Design b2b_board_link_framer_flat, sky130hd; sources not shown.
### Clock wires, drivers and flops, run 1

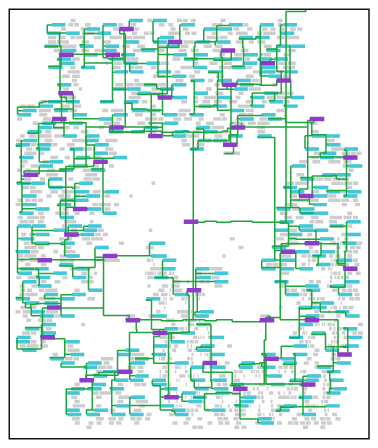
[green] clock wires | length: 5500 µm
[cyan] flip-flops | count: 362
[purple] cells driving clock nets | count: 43
routed clock nets	44
flops lie	all over the die
Setup Skew: 0.02425 ns
share of power burned in the clock network: 23.6%
P_clk: 0.00140 W
clk_lat worst skew: 0.58 ns

### Cell placement, run 1

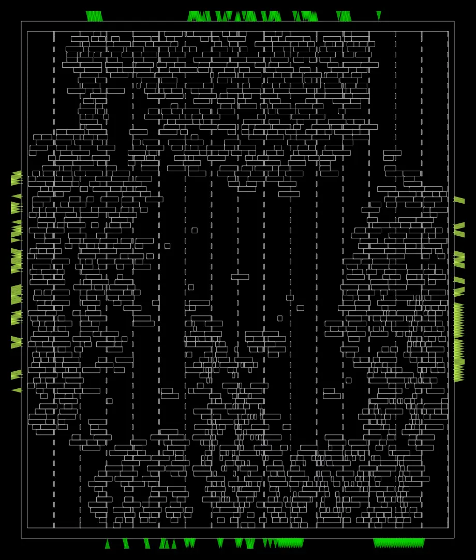
Filler cells: 5537
flip-flops: 362
Finished Layout Cells: 2097
Seq area share: 43.36%

### I/O nets highlighted, run 1

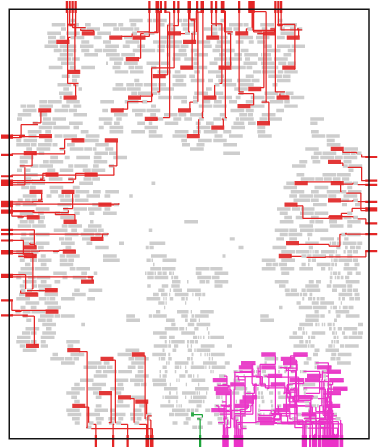
color	port	bits	direction	edge	end cells	buffers	wire
green	link_fifo_empty	1	input	south	1	1	20.8 µm
magenta	event_count	32	output	south	32	32	1960 µm
red	link_out_data	65	output	28 north, 21 west, 9 east, 7 south	65	65	2970 µm
port buffer count: 213
# IOs: 214

==> impl_metrics.tcl, run 1 <==
# place-and-route summary
set metrics [dict create \
    edf_count 0 \
    reg2reg_slack_ns 8.58 \
    ys_seq_share_pct 54.93 \
    ys_seq_elements 362 \
    drt-initial-drc-count 463 \
    cts-resized-gates 0 \
    syn_area_per_cell_um2 15.60 \
    n_antenna_cell 0 \
    drv_cap 0 \
    synth_nets 1141 \
    rows 96 \
    numClockSinks 362 \
    worst-path-stages 3 \
    ys.warnings.count 0 \
    slew_headroom_pct 27.68 \
    adder_share_pct 1.184 \
    hold_violations 0 \
    min_path_type "reg2reg" \
    die_x_um 227.6 \
    crit_top_cell "clkdlybuf4s50_1" \
    worst-setup-path-type "in2out" \
    cts-hold-fix-buffers 0 \
    fin_crit_ns 6.321 \
    crit_arrival_ns 3.96 \
    status "complete, no violations" \
    vias 9461 \
    ys_types 37 \
    most_common_cell "dfrtp_1" \
    tightest_slew_ns 1.085 \
    place.gp.congestion 0.7397 \
    topCombFamilyByArea "multiplexers" \
    power.density_nw_per_um2 282.7 \
    startpoint_type "primary input" \
    max_freq_ghz 0.1582 \
    synthArstFlopShare_pct 100.0 \
    top_cell_area_share_pct 54.93 \
    yosysChipArea_um2 16490 \
    drt_first_pass_iters 4 \
    end_kind "primary output" \
    core_area_um2 57780 \
    grt_pass1_wl_um 62690 \
    post_synth_xor_area_fraction_pct 3.983 \
    cts_inserted_buffers 43 \
    setup_viol 0 \
    ys_sh_mux_pct 30.75 \
]
==> run 1: cell usage in the layout (no fill, tap or decap), types with 7 or more instances in the layout <==
cell type	Yosys	layout
dfrtp_1	362	360
clkdlybuf4s50_1	0	213
mux2_4	160	160
mux2_2	105	105
nand2_1	66	66
mux4_2	66	66
clkbuf_16	0	43
xnor2_1	41	41
xor2_1	34	34
nand3_1	26	26
nor2_1	21	21
inv_1	20	19
nor3_1	19	19
nand4_1	17	17
buf_4	1	15
ha_1	14	14
clkbuf_8	0	12
nor4_1	10	10
clkinv_2	0	7
==> run 1: stage by stage <==
stage               area (µm²)  std cells
floorplan                16500       1057
global placement         19400       2020
detailed placement       19400       2020
CTS                      20910       2097
global route             20910       2097
finish                   20910       2097
==> run 1: routing by layer <==
| layer | track usage (%) | wire length, µm | vias to the layer above |
|---|---|---|---|
| met5 | 0 | 0 | - |
| met4 | 3.602 | 921 | 0 |
| met3 | 3.223 | 1974 | 58 |
| met2 | 21.25 | 18980 | 162 |
| met1 | 16.73 | 17100 | 4993 |
| li1 | - | - | 4248 |
==> run 1: report_power, final <==
part	leakage (nW)	switching, W	internal, W	total, W
sequential	4.62	0.000308	0.00169	0.00200
combinational	3.70	0.00130	0.00122	0.00252
clock	0.745	0.000540	0.000856	0.00140
total	9.06	0.00215	0.00376	0.00591
==> run 1: cell type report <==
| type | instances | area, µm² |
|---|---|---|
| Fill cell | 5537 | 36870 |
| Sequential cell | 362 | 9066 |
| Multi-Input combinational cell | 625 | 7027 |
| Timing Repair Buffer | 228 | 2245 |
| Clock buffer | 61 | 1264 |
| Tap cell | 784 | 980.9 |
| Clock inverter | 16 | 245.2 |
| Inverter | 21 | 82.58 |
==> run 1 -> run 2 <==
--- a/config.mk
+++ b/config.mk
@@ -10,7 +10,7 @@
 export CORE_UTILIZATION = 28
 export CTS_CLUSTER_SIZE = 28
 export DETAILED_ROUTE_END_ITERATION = 8
-export PLACE_DENSITY = 0.53
+export PLACE_DENSITY = 0.51
 export SYNTH_ARGS = -nofsm -noshare
 export SYNTH_HDL_FRONTEND = slang
 export SYNTH_SLANG_ARGS = --single-unit
==> constraint.sdc (replaced) <==
create_clock -name clock -period 6.1 [get_ports clock]
set_input_delay 1.22 -clock clock [delete_from_list [all_inputs] [get_ports clock]]
set_output_delay 1.22 -clock clock [all_outputs]
set_load 0.05 [all_outputs]
### Pin placement, run 2

Pins as bars across the die edge, other pins in gray.
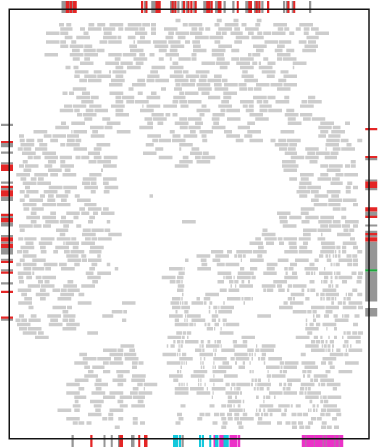
color	port	pins	direction	edge
green	link_fifo_empty	1	input	east
red	link_out_data	65	output	29 north, 19 west, 11 east, 6 south
cyan	last_event_words	12	output	south
magenta	event_count	32	output	south
chip width: 227.6 µm
die height: 271.9 µm

### I/O nets highlighted, run 2

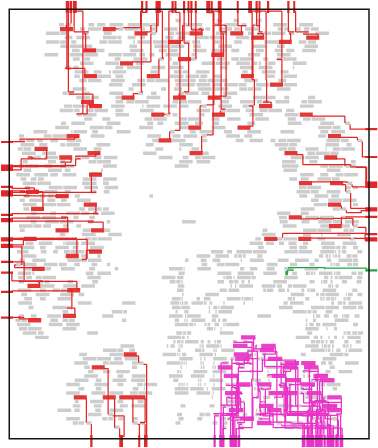
color	port	bits	direction	edge	end cells	buffers	wire
red	link_out_data	65	output	29 north, 19 west, 11 east, 6 south	65	65	3020 µm
green	link_fifo_empty	1	input	east	1	1	57.8 µm
magenta	event_count	32	output	south	32	32	2130 µm

==> run 2 against run 1 <==
Net effect: area after synthesis is the same; total power grew 90%; sequential cell count is the same; first-iteration DRC count grew 3.7%; routed wire length grew 2.8%; worst setup slack lost 4.0 ns; global-route usage grew 0.18 points; cell area shrank 0.65%; combinational power grew 94%; die size is the same.
==> impl_metrics.tcl, run 2 <==
# place-and-route summary
set metrics [dict create \
    status "complete, no violations" \
    gr-usage-met2_pct 21.22 \
    hold_violations 0 \
    cts-hold-fix-buffers 0 \
    startpoint_type "flip-flop" \
    ys_types 37 \
    edf_count 0 \
    vias 9385 \
    end_kind "primary output" \
    cts_inserted_buffers 42 \
    ys.warnings.count 0 \
    slew_headroom_pct 40.49 \
    ys_seq_elements 362 \
    globalRouteMet3Util_pct 3.298 \
    synth_nets 1141 \
    cts-resized-gates 0 \
    drv_cap 0 \
    grt_most_used_layer "met2" \
    reg2reg_slack_ns 2.93 \
    place.gp.congestion 0.7313 \
    io_buffers 213 \
    tightest_slew_ns 0.8927 \
    met1_usage_pct 17.37 \
    syn_area_per_cell_um2 15.60 \
    drt_first_pass_iters 4 \
    fin_skew_ns 0.01021 \
    crit_arrival_ns 3.37 \
    numClockSinks 362 \
    fin_crit_ns 4.586 \
    worst-setup-path-type "reg2out" \
    lay_top_cells "360 x dfrtp_1, 213 x clkdlybuf4s50_1, 160 x mux2_4, 105 x mux2_2" \
]
### Cell placement, run 2

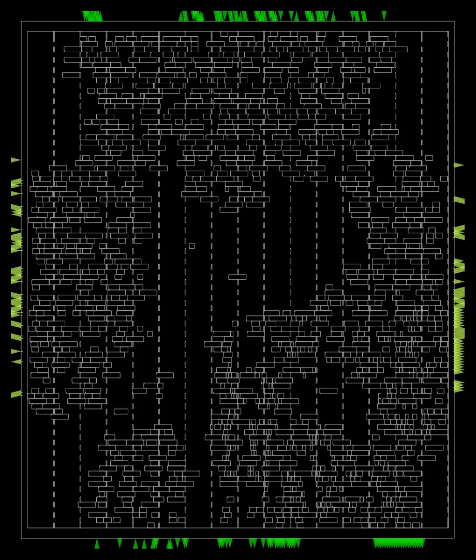
Filler cells: 5515
Well-Tap Cells: 784

[run 2: cell counts after synthesis]
Identical to the previous run, type by type.
[run 2: metrics by stage]
step	cells	cell area [µm²]	utilization (%)	hold slack, ns
detailed placement	2018	19450	33.66	0.4802
floorplan	1057	16500	-	0.4751
finish	2091	20770	35.96	0.4871
global route	2091	20770	35.96	0.5052
CTS	2091	20770	35.96	0.4917
global placement	2018	19450	33.66	0.4708
[run 2: layer usage]
metal / wire (µm) / up-vias
met4: 829 / 0
met2: 19430 / 164
met3: 1978 / 60
li1: - / 4236
met1: 17840 / 4925
met5: 0 / -
[run 2: cells by family (layout without fill, tap and decap cells)]
group	after synthesis	count (layout)	synth area share (%)
AND-OR/OR-AND	14	14	0.5690
multiplexers	331	331	30.75
buffers and inverters	70	320	2.648
XOR/XNOR	75	75	3.983
adder cells (fa/ha/maj)	15	15	1.184
flip-flops	362	362	54.93
AND/OR/NAND/NOR	190	190	5.940
[run 2: critical path: cells and delay by family, from the launching register on]
kind	cells	cell delay, ns
mux	1	0.55
flops	1	0.99
buf+inv	2	1.19
[run 2: cell type report]
class                   count  area (µm²)
repair buffers            226        2292
fillers                  5515       37000
clock inverters            11       88.84
multi-input cells         625        7027
flip-flops and latches    362        9066
well taps                 784       980.9
inverters                  21       82.58
clock buffers              62        1237
[run 2: where the power goes]
| group | switching, W | internal, W | total [W] |
|---|---|---|---|
| sequential | 0.000612 | 0.00327 | 0.00389 |
| clock | 0.00100 | 0.00144 | 0.00245 |
| combinational | 0.00252 | 0.00238 | 0.00490 |
Power and IR drop assume default switching activity.
